==> run_1/final_clocks.png <==
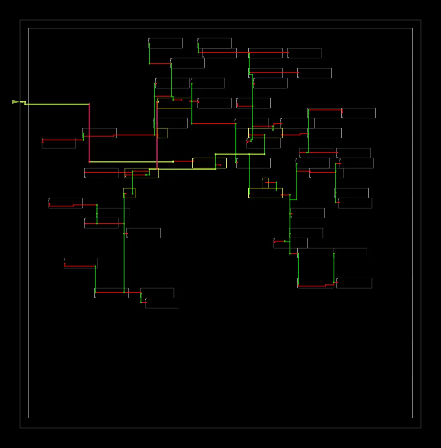
==> run_1/met3.png <==
Drawn at 3 px/um.
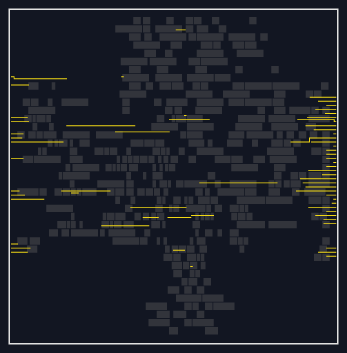
==> run_1/wire_density.png <==
Drawn at 3 px/um. 22 x 22 tiles, from dark purple (low) to yellow (high), scaled to the fullest tile. Values are wire area over tile area, all layers added.
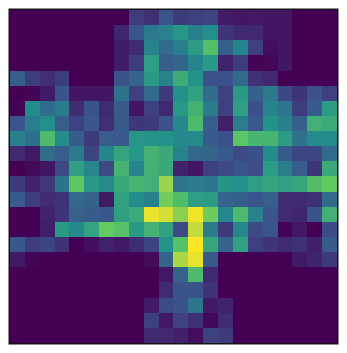
[src/rtl/z90_decode_pkg.sv]
// Shared Z90 decode types: prefix pages, prefix byte values, assembler states
// and displacement sign-extension helpers.
package z90_decode_pkg;

  typedef enum logic [2:0] {
    PAGE_BASE = 3'd0,
    PAGE_CB   = 3'd1,
    PAGE_ED   = 3'd2,
    PAGE_DD   = 3'd3,
    PAGE_FD   = 3'd4,
    PAGE_DDCB = 3'd5,
    PAGE_FDCB = 3'd6
  } z90_page_e;

  localparam logic [7:0] PFX_CB = 8'hCB;
  localparam logic [7:0] PFX_ED = 8'hED;
  localparam logic [7:0] PFX_DD = 8'hDD;
  localparam logic [7:0] PFX_FD = 8'hFD;

  typedef enum logic [2:0] {
    ST_OPC      = 3'd0,
    ST_IDX      = 3'd1,
    ST_IDXCB_D  = 3'd2,
    ST_IDXCB_OP = 3'd3,
    ST_DISP     = 3'd4,
    ST_IMM_LO   = 3'd5,
    ST_IMM_HI   = 3'd6,
    ST_OUT      = 3'd7
  } z90_asm_state_e;

  // Widest legal displacement; callers cast the result down to their DISP_W.
  function automatic logic [31:0] sext8_to_w(input logic [7:0] b);
    return {{24{b[7]}}, b};
  endfunction

  function automatic logic [15:0] sext8_to_s16(input logic [7:0] b);
    return 16'(sext8_to_w(b));
  endfunction

endpackage

[src/rtl/z90_insn_assembler.sv]
// Z90 front-end byte-stream assembler: walks prefix pages, gathers displacement
// and immediate bytes, and presents one registered instruction record.
module z90_insn_assembler
  import z90_decode_pkg::*;
#(
  parameter int DISP_W    = 16,
  parameter int PFX_CNT_W = 2
) (
  input  logic                 clk,
  input  logic                 rst,
  input  logic                 flush,
  input  logic                 in_valid,
  output logic                 in_ready,
  input  logic [7:0]           in_byte,
  output logic [2:0]           lk_page,
  output logic [7:0]           lk_opcode,
  input  logic                 lk_has_disp,
  input  logic [1:0]           lk_imm_len,
  output logic                 out_valid,
  input  logic                 out_ready,
  output logic [2:0]           out_page,
  output logic [7:0]           out_opcode,
  output logic [DISP_W-1:0]    out_disp,
  output logic [15:0]          out_imm,
  output logic [3:0]           out_len,
  output logic [PFX_CNT_W-1:0] out_pfx_redundant
);

  z90_asm_state_e state_q, state_d;
  z90_page_e      page_q, page_d;
  logic [7:0]     opcode_q, opcode_d;
  logic [7:0]     disp_q, disp_d;
  logic [7:0]     imm_lo_q, imm_lo_d;
  logic [7:0]     imm_hi_q, imm_hi_d;
  logic [1:0]     imm_len_q, imm_len_d;
  logic [3:0]     len_q, len_d;
  logic [PFX_CNT_W-1:0] pfx_q, pfx_d;

  logic accept;
  logic take_opcode;
  logic pfx_inc;

  assign in_ready  = (state_q != ST_OUT);
  assign accept    = in_valid && in_ready;
  assign lk_page   = page_q;
  assign lk_opcode = in_byte;

  always_comb begin
    state_d     = state_q;
    page_d      = page_q;
    opcode_d    = opcode_q;
    disp_d      = disp_q;
    imm_lo_d    = imm_lo_q;
    imm_hi_d    = imm_hi_q;
    imm_len_d   = imm_len_q;
    len_d       = len_q;
    pfx_d       = pfx_q;
    take_opcode = 1'b0;
    pfx_inc     = 1'b0;

    if (accept) begin
      len_d = (len_q == 4'hF) ? 4'hF : len_q + 4'd1;
    end

    case (state_q)
      ST_OPC: if (accept) begin
        if (page_q == PAGE_BASE && in_byte == PFX_CB) begin
          page_d = PAGE_CB;
        end else if (page_q == PAGE_BASE && in_byte == PFX_ED) begin
          page_d = PAGE_ED;
        end else if (page_q == PAGE_BASE && in_byte == PFX_DD) begin
          page_d  = PAGE_DD;
          state_d = ST_IDX;
        end else if (page_q == PAGE_BASE && in_byte == PFX_FD) begin
          page_d  = PAGE_FD;
          state_d = ST_IDX;
        end else begin
          take_opcode = 1'b1;
        end
      end
      ST_IDX: if (accept) begin
        // Only the last DD/FD before the opcode counts; earlier ones are redundant.
        if (in_byte == PFX_DD) begin
          page_d  = PAGE_DD;
          pfx_inc = 1'b1;
        end else if (in_byte == PFX_FD) begin
          page_d  = PAGE_FD;
          pfx_inc = 1'b1;
        end else if (in_byte == PFX_ED) begin
          page_d  = PAGE_ED;
          pfx_inc = 1'b1;
          state_d = ST_OPC;
        end else if (in_byte == PFX_CB) begin
          page_d  = (page_q == PAGE_DD) ? PAGE_DDCB : PAGE_FDCB;
          state_d = ST_IDXCB_D;
        end else begin
          take_opcode = 1'b1;
        end
      end
      ST_IDXCB_D: if (accept) begin
        disp_d  = in_byte;
        state_d = ST_IDXCB_OP;
      end
      ST_IDXCB_OP: if (accept) begin
        opcode_d = in_byte;
        state_d  = ST_OUT;
      end
      ST_DISP: if (accept) begin
        disp_d  = in_byte;
        state_d = (imm_len_q != 2'd0) ? ST_IMM_LO : ST_OUT;
      end
      ST_IMM_LO: if (accept) begin
        imm_lo_d = in_byte;
        state_d  = (imm_len_q == 2'd2) ? ST_IMM_HI : ST_OUT;
      end
      ST_IMM_HI: if (accept) begin
        imm_hi_d = in_byte;
        state_d  = ST_OUT;
      end
      ST_OUT: if (out_ready) begin
        state_d   = ST_OPC;
        page_d    = PAGE_BASE;
        opcode_d  = 8'h00;
        disp_d    = 8'h00;
        imm_lo_d  = 8'h00;
        imm_hi_d  = 8'h00;
        imm_len_d = 2'd0;
        len_d     = 4'd0;
        pfx_d     = '0;
      end
      default: state_d = ST_OPC;
    endcase

    if (pfx_inc && !(&pfx_q)) begin
      pfx_d = pfx_q + PFX_CNT_W'(1);
    end

    if (take_opcode) begin
      opcode_d  = in_byte;
      imm_len_d = (lk_imm_len == 2'd3) ? 2'd2 : lk_imm_len;
      if (lk_has_disp)               state_d = ST_DISP;
      else if (lk_imm_len != 2'd0)   state_d = ST_IMM_LO;
      else                           state_d = ST_OUT;
    end

    if (flush) begin
      state_d   = ST_OPC;
      page_d    = PAGE_BASE;
      opcode_d  = 8'h00;
      disp_d    = 8'h00;
      imm_lo_d  = 8'h00;
      imm_hi_d  = 8'h00;
      imm_len_d = 2'd0;
      len_d     = 4'd0;
      pfx_d     = '0;
    end
  end

  always_ff @(posedge clk or posedge rst) begin
    if (rst) begin
      state_q   <= ST_OPC;
      page_q    <= PAGE_BASE;
      opcode_q  <= 8'h00;
      disp_q    <= 8'h00;
      imm_lo_q  <= 8'h00;
      imm_hi_q  <= 8'h00;
      imm_len_q <= 2'd0;
      len_q     <= 4'd0;
      pfx_q     <= '0;
    end else begin
      state_q   <= state_d;
      page_q    <= page_d;
      opcode_q  <= opcode_d;
      disp_q    <= disp_d;
      imm_lo_q  <= imm_lo_d;
      imm_hi_q  <= imm_hi_d;
      imm_len_q <= imm_len_d;
      len_q     <= len_d;
      pfx_q     <= pfx_d;
    end
  end

  assign out_valid         = (state_q == ST_OUT);
  assign out_page          = page_q;
  assign out_opcode        = opcode_q;
  assign out_disp          = DISP_W'(sext8_to_w(disp_q));
  assign out_imm           = {imm_hi_q, imm_lo_q};
  assign out_len           = len_q;
  assign out_pfx_redundant = pfx_q;

endmodule
[config.mk]
export PLATFORM = sky130hd
export DESIGN_NAME = z90_insn_assembler
export DESIGN_NICKNAME = d
export VERILOG_FILES = /design/src/rtl/z90_decode_pkg.sv /design/src/rtl/z90_insn_assembler.sv
export SDC_FILE = /design/constraint.sdc
export NUM_CORES = 1
export LEC_CHECK = 0
export CELL_PAD_IN_SITES_DETAIL_PLACEMENT = 0
export CELL_PAD_IN_SITES_GLOBAL_PLACEMENT = 1
export CORE_AREA = 2 2 107 109
export DETAILED_ROUTE_END_ITERATION = 6
export DIE_AREA = 0 0 109 111
export PLACE_DENSITY = 0.68
export SLEW_MARGIN = 20
export SYNTH_ARGS = -nofsm -noshare
export SYNTH_HDL_FRONTEND = slang
export SYNTH_SLANG_ARGS = --single-unit
[constraint.sdc]
create_clock -name clk -period 2.3 [get_ports clk]
set_clock_uncertainty 0.05 [all_clocks]
set_input_delay 0.46 -clock clk [delete_from_list [all_inputs] [get_ports clk]]
set_output_delay 0.46 -clock clk [all_outputs]
set_load 0.1 [all_outputs]
==> impl_metrics.py, run 1 <==
# Physical implementation metrics
metrics = {
    "status": {
        "status": "finished clean",
    },
    "global_route": {
        "grt_first_pass_wirelength_um": 11900,
        "grtUsageTotal_pct": 12.4,
        "antenna_found_initial": 0,
        "grt_pass1_vias": 2237,
        "overflow": 0,
        "grt_max_degree": 24,
    },
    "route": {
        "drt-total-wl_um": 7470,
        "routedWlPerCell_um": 15.3,
        "wl_met1_um": 3550,
        "top_layer": "met4",
        "drtIter0Drc": 88,
        "routed_via_density": 4.64,
        "final_antenna_net_count": 0,
        "vias": 2269,
        "wl_met2_um": 3380,
        "drt-pass1-iter-count": 4,
        "wl_met3_um": 464,
        "drc": 0,
    },
    "placed_design": {
        "place_hpwl_um": 5940,
        "port_buffers": 77,
        "place_inst": 480,
        "gp_congestion": 0.855,
        "place_ws_ps": -396,
    },
    "yosys": {
        "edf_count": 0,
        "synth_chip_area_um2": 2670,
        "syn_area_um2": 2670,
        "synth_warnings": 0,
        "avgSynthCellArea_um2": 10.5,
        "synth_flops": 46,
        "synth_nets": 273,
        "syn_inst": 255,
        "async_reset_ff_share_pct": 100,
        "synth_cell_types": 52,
        "ys_cells": 255,
        "synth_seq_share_pct": 43.1,
        "synth-main-ff-cell": "dfrtp_1",
    },
    "worst_setup_path": {
        "critical-path-top-delay-family": "simple AND/OR/NAND/NOR gates",
        "r2r_slack_ps": 160,
        "end_kind": "flip-flop",
        "cp_slowest_cell": "or4b_4",
        "slowest_delay_ps": 520,
        "critPathBufInv": 1,
        "r2r_cells": 6,
        "crit_start": "in_byte[6]",
        "cp_cell_sequence": "clkdlybuf4s50_1 > nand4_1 > or3_4 > or4b_4 > o31ai_1",
        "regToRegEndpoint": "out_opcode[5]",
        "crit_type": "in -> reg",
        "critPathLaunchType": "input pin",
        "worstPathMaxFanout": 4,
        "r2r_start": "lk_page[1]",
        "crit_required_ps": 2440,
        "crit_arrival_ps": 2300,
    },
    "die": {
        "die_h_um": 111,
        "rows": 39,
        "ios": 78,
        "die_area_um2": 12100,
        "die_width_um": 109,
        "fp_util_pct": 24.1,
        "core_area_um2": 11100,
    },
    "clock_network": {
        "cts_max_path_buffers": 2,
        "cts.sinks": 46,
        "cts_inserted_buffers": 5,
        "cts_tree": "done",
        "cts_max_level": 2,
        "clkTransAtPathRegs_ps": 60,
        "cts_root_buffer": "clkbuf_16",
    },
    "hold_path": {
        "hold_class": "reg -> reg",
        "holdPathEnd": "imm_lo_q[7]",
        "hold_start": "imm_lo_q[7]",
        "whs_path_depth": 1,
    },
    "power": {
        "leakage_nw": 1.84,
        "p_per_area_nw_per_um2": 1170,
        "vdd_ir_drop_max_uv": 545,
        "power_mw": 4.51,
    },
    "finish": {
        "syn_to_final_growth_pct": 44.1,
        "comb_area_um2": 1280,
        "finalNonFillerCells": 489,
        "finalNetCount": 363,
        "drive_above_1_share_pct": 45.4,
        "fillers": 1106,
        "regArea_um2": 1150,
        "antenna_cells": 0,
    },
    "final_timing": {
        "period_used_pct": 93.9,
        "final-hold-violation-count": 0,
        "slew_headroom_pct": 64.8,
        "period_minus_slack_ps": 2160,
        "fin_ws_ps": 141,
        "fin_setup_tns_ps": 0,
        "worstMarginPinSlew_ps": 522,
        "max_freq_mhz": 463,
        "rsz0062_at_grt": "no",
        "setup_viol": 0,
        "finalMaxSlewViolations": 0,
    },
    "flow_run": {
        "drv_cap": 0,
        "tool_warnings": 26,
    },
}
Back to the opening pictures, final_clocks.png:
flop count: 46
# clk buffers: 5
Clk. pwr: 0.708 mW
Worst-Skew Late Latency: 280 ps

Back to the opening pictures, met3.png:
60 nets have wire on it. The layer carries 464 um of wire. The wires run mostly horizontal.

Back to the opening pictures, wire_density.png:
The mean over all tiles is 0.097. The fullest tile reaches 0.43. The densest ninth of the die: centre. 17% of the tiles are over half the peak. The emptiest ninth of the die: lower left. 33% of the tiles are nearly empty.

run 1: cell families after synthesis:
kind of cell	count (synthesis)	synth area share (%)
flip-flops	46	43.1
buffers and inverters	41	9.32
adder cells (fa/ha/maj)	2	0.936
XOR/XNOR	1	0.328
AND/OR/NAND/NOR	79	16.7
multiplexers	34	15.4
AND-OR/OR-AND	52	14.3
run 1: worst max-delay path by stage:
stage / endpoint / slack, ps / cells after the start
6_report: out_pfx_redundant[0] / 140 / 5
4_1_cts: out_opcode[5] / 3 / 7
3_5_place_dp: out_opcode[4] / -400 / 7
5_1_grt: out_pfx_redundant[0] / 40 / 5
3_3_place_gp: out_opcode[5] / -350 / 7
2_1_floorplan: out_opcode[0] / 3 / 6
run 1: per-layer routing:
metal  track usage [%]  up-vias
li1                  -     1092
met1              17.8     1092
met2              19.3       77
met3              2.35        8
met4              2.48        0
met5                 0        -
run 1: power breakdown:
group | internal [mW] | switching (mW) | total (mW)
clock network | 0.402 | 0.305 | 0.708
logic | 0.756 | 1.93 | 2.69
registers | 0.959 | 0.156 | 1.12
total | 2.12 | 2.39 | 4.51
run 1: through the flow:
step                      hold slack (ps)  cell area, um^2  utilization (%)
after global routing                  473             3850             34.8
after global placement                445             3670             33.2
final                                 458             3850             34.8
after floorplan                       470             2700                -
after detailed placement              448             3670             33.2
after CTS                             463             3830             34.6
run 1: registers in the layout, summed over array words and instances, names as in the netlist:
signal / cells
disp_q: 8
out_len: 4
out_pfx_redundant: 2
imm_lo_q: 8
imm_len_q: 2
out_opcode: 8
state_q: 3
imm_hi_q: 8
lk_page: 3
run 1: cells in the final DEF, fill, tap and decap left out, types with 5 or more instances in the layout:
cell	n
and3_1	8
dlymetal6s2s_1	5
nor2_1	15
nor3_1	5
o21ai_0	7
inv_1	6
clkbuf_16	5
a21oi_1	14
buf_12	11
nand2_1	14
clkdlybuf4s50_1	9
buf_4	88
nand4_1	5
dfrtp_1	43
mux2_4	8
nand3_1	10
mux2_2	24
run 1: worst reg2reg max path, delay by kind of cell, from the launching register on:
family          cells  cell delay, ps
simple gates        3             930
buf+inv             1             200
compound gates      1             100
flops               1             440
mux                 1             310
run 1: synthesized netlist by cell type, types with 3 or more instances:
library cell	instances	area share, %
nand4_1	5	1.2
mux2_4	8	4.5
and3_1	8	1.9
nor3_1	5	0.94
mux2_2	24	10
dfrtp_1	46	43
o21ai_0	7	1.3
buf_4	20	5.6
clkbuf_1	6	0.84
nand2b_1	3	0.70
buf_2	4	0.75
o31ai_1	3	0.84
inv_1	8	1.1
a21oi_1	14	2.6
a211oi_1	3	0.84
nand3_1	10	1.9
or3_1	3	0.70
nor2_1	15	2.1
nand2_1	14	2.0
a31o_2	3	0.98
run 1: repair_timing:
| action | 4_1_cts | 5_1_grt |
|---|---|---|
| endpoints found under the hold margin | 0 | 0 |
| hold buffers | 0 | 0 |
| buffers inserted | 1 | 0 |
| pin swaps | 1 | 2 |
| gates resized | 1 | 8 |
| endpoints found under the setup margin | 8 | 12 |
run 1: cell type report:
cell class	count	area share (%)
tap	143	4.65
multi-input combinational	168	33.2
inverter	9	0.975
clock inverter	3	0.552
sequential	46	30.0
timing repair buffer	115	27.4
clock buffer	5	3.25
==> run 1 -> run 2 <==
--- a/config.mk
+++ b/config.mk
@@ -5,11 +5,11 @@
 export SDC_FILE = /design/constraint.sdc
 export NUM_CORES = 1
 export LEC_CHECK = 0
-export CELL_PAD_IN_SITES_DETAIL_PLACEMENT = 0
+export CELL_PAD_IN_SITES_DETAIL_PLACEMENT = 1
 export CELL_PAD_IN_SITES_GLOBAL_PLACEMENT = 1
-export CORE_AREA = 2 2 107 109
+export CORE_AREA = 5 5 110 112
 export DETAILED_ROUTE_END_ITERATION = 6
-export DIE_AREA = 0 0 109 111
+export DIE_AREA = 0 0 115 117
 export PLACE_DENSITY = 0.68
 export SLEW_MARGIN = 20
 export SYNTH_ARGS = -nofsm -noshare
==> run 2 against run 1 <==
  * First-iteration DRC count up 56%
  * Total power increased by 2.3%
  * Hold slack about the same
  * Critical path type unchanged
==> impl_metrics.py, run 2 <==
# Physical implementation metrics
metrics = {
    "finish": {
        "drive_above_1_share_pct": 46.5,
        "finalNonFillerCells": 496,
        "final_cell_mix": "buf_4 (96), dfrtp_1 (43), mux2_2 (24)",
        "layout_top_cell": "buf_4",
        "antenna_cells": 0,
        "finalNetCount": 370,
        "fillers": 1271,
    },
    "placed_design": {
        "place_hpwl_um": 6700,
        "place_inst": 487,
        "dpl_cell_area_um2": 3710,
        "place_ws_ps": -343,
        "gp_congestion": 0.818,
        "port_buffers": 77,
    },
    "power": {
        "leakage_nw": 1.85,
        "power_mw": 4.61,
        "vdd_ir_drop_max_uv": 725,
        "p_per_area_nw_per_um2": 1180,
    },
    "flow_run": {
        "tool_warnings": 26,
        "drv_cap": 0,
    },
    "die": {
        "core_area_um2": 11100,
        "rows": 39,
        "die_area_um2": 13500,
        "fp_util_pct": 24.0,
        "ios": 78,
        "die_width_um": 115,
        "die_h_um": 117,
    },
    "final_timing": {
        "worstMarginPinSlew_ps": 924,
        "slew_headroom_pct": 38.0,
        "final-hold-violation-count": 0,
        "period_used_pct": 94.6,
        "max_freq_mhz": 460,
        "rsz0062_at_grt": "no",
        "setup_viol": 0,
        "period_minus_slack_ps": 2170,
        "finalMaxSlewViolations": 0,
    },
    "yosys": {
        "most_common_cell": "dfrtp_1",
        "synth_flops": 46,
        "synth_seq_share_pct": 43.1,
        "synth_chip_area_um2": 2670,
        "top_cell_area_share_pct": 43.1,
        "avgSynthCellArea_um2": 10.5,
        "synth-main-ff-cell": "dfrtp_1",
        "syn_area_um2": 2670,
        "area_leaders": "dfrtp_1 (43%), mux2_2 (10%), buf_4 (5.6%)",
        "edf_count": 0,
        "yosysTopAreaCell": "dfrtp_1",
        "synth_cell_types": 52,
        "synth_warnings": 0,
        "syn_inst": 255,
        "async_reset_ff_share_pct": 100,
        "top_cells_by_count": "dfrtp_1 (46), mux2_2 (24), buf_4 (20), nor2_1 (15)",
        "synth_nets": 273,
        "ys_cells": 255,
    },
    "route": {
        "drt-pass1-iter-count": 4,
        "routedWlPerCell_um": 17.2,
        "drtIter0Drc": 137,
        "drc": 0,
        "vias": 2353,
        "final_antenna_net_count": 0,
        "routed_via_density": 4.74,
        "drt-total-wl_um": 8540,
    },
    "worst_setup_path": {
        "r2r_slack_ps": 160,
        "end_kind": "flip-flop",
        "crit_type": "in -> reg",
        "crit_path_end": "state_q[1]",
        "regToRegEndpoint": "out_opcode[4]",
        "crit_required_ps": 2420,
        "worstPathMaxFanout": 7,
        "r2r_cells": 6,
        "critPathLaunchType": "input pin",
        "crit_start": "in_byte[3]",
        "r2r_start": "lk_page[0]",
        "crit_arrival_ps": 2300,
    },
    "global_route": {
        "grtUsageTotal_pct": 13.0,
        "grt_pass1_vias": 2561,
        "overflow": 0,
        "grt_max_degree": 23,
        "antenna_found_initial": 0,
        "grt_first_pass_wirelength_um": 13800,
    },
    "clock_network": {
        "cts_max_path_buffers": 2,
        "cts_root_buffer": "clkbuf_16",
        "cts_tree": "done",
        "cts_max_level": 2,
        "clkTransAtPathRegs_ps": 70,
    },
    "hold_path": {
        "hold_class": "reg -> reg",
    },
    "status": {
        "status": "finished clean",
    },
}
==> run 2: how the worst min path moves through the flow <==
stage                 start      endpoint  slack (ps)  depth (start not counted)
2_1_floorplan  imm_len_q[0]  imm_len_q[0]         470                          2
3_3_place_gp    imm_lo_q[2]   imm_lo_q[2]         440                          1
3_5_place_dp    imm_hi_q[6]   imm_hi_q[6]         450                          1
4_1_cts         imm_hi_q[6]   imm_hi_q[6]         460                          1
5_1_grt           disp_q[4]     disp_q[4]         480                          1
6_report          disp_q[6]     disp_q[6]         460                          1
==> run 2: per-layer routing <==
metal	vias to the layer above	global-route usage (%)	routed length, um
met5	-	0	0
met4	0	3.60	78
met3	6	2.83	483
met2	66	22.8	4310
met1	1183	16.3	3670
li1	1098	-	-
==> run 2: cells by family after synthesis <==
| family | synth area share (%) |
|---|---|
| adders and majority gates | 0.936 |
| and+or+nand+nor | 16.7 |
| DFF | 43.1 |
| AOI/OAI and AO/OA | 14.3 |
| xor gates and xnor gates | 0.328 |
| muxes | 15.4 |
| buffers and inverters | 9.32 |
==> run 2: stage by stage <==
| step | util [%] | hold slack [ps] | TNS [ps] |
|---|---|---|---|
| floorplan | - | 470 | 0 |
| global placement | 33.4 | 445 | -5470 |
| detailed placement | 33.4 | 447 | -6630 |
| CTS | 34.7 | 462 | 0 |
| global route | 35.0 | 482 | 0 |
| finish | 35.0 | 458 | 0 |
==> run 2: repair_timing <==
item | CTS | global route
setup endpoints to repair | 8 | 15
hold buffers | 0 | 0
pin swaps | 0 | 3
resized | 1 | 7
setup buffers | 0 | 1
endpoints found under the hold margin | 0 | 0
==> run 2: layout make-up <==
class                           count  area (um^2)  area share (%)
Tap cell                          143          179            4.59
Multi-Input combinational cell    168         1280            33.0
Timing Repair Buffer              122         1090            28.0
Clock buffer                        5          125            3.21
Inverter                            9         37.5           0.964
Sequential cell                    46         1150            29.6
Clock inverter                      3         23.8           0.610
==> run 2: power by group <==
part / internal [mW] / switching (mW) / leakage (nW)
Sequential: 0.958 / 0.150 / 0.597
Combinational: 0.776 / 1.98 / 1.19
Clock: 0.407 / 0.340 / 0.0664
==> run 2: worst max-delay path, cell delays in order <==
cell	delay, ps
clkdlybuf4s50_1	510
and4_1	310
buf_4	190
nand3_1	120
o311ai_0	430
a31oi_1	150
o311a_1	130
==> run_2/drive_strength.png <==
Drawn at 2 px/um.
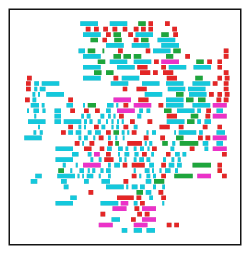
Key: drive 6 and up = magenta [cells 17, share 4.8%, most used buf_12]; drive 1 or less = cyan [cells 189, share 54%, most used dfrtp_1]; drive 3 to 4 = red [cells 112, share 32%, most used buf_4]; drive 2 = green [cells 35, share 9.9%, most used mux2_2]
setup ws final: 125 ps
final instance area: 3890 um^2
Syn-to-layout area delta: 45.7%

==> run_2/final_clocks.png <==
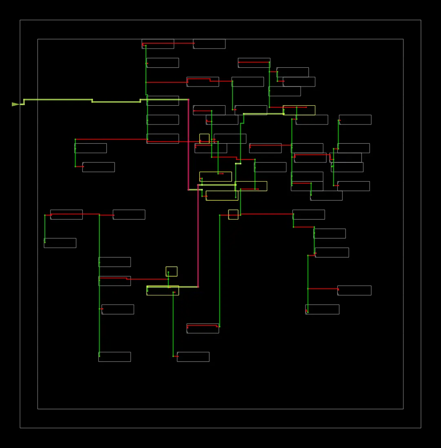
Num CTS Buffers: 5
Clk. pwr: 0.748 mW
Num Clock Sinks: 46
Worst-Skew Late Latency: 290 ps

Power figures rest on the tool's default switching activity, not on a simulated workload.
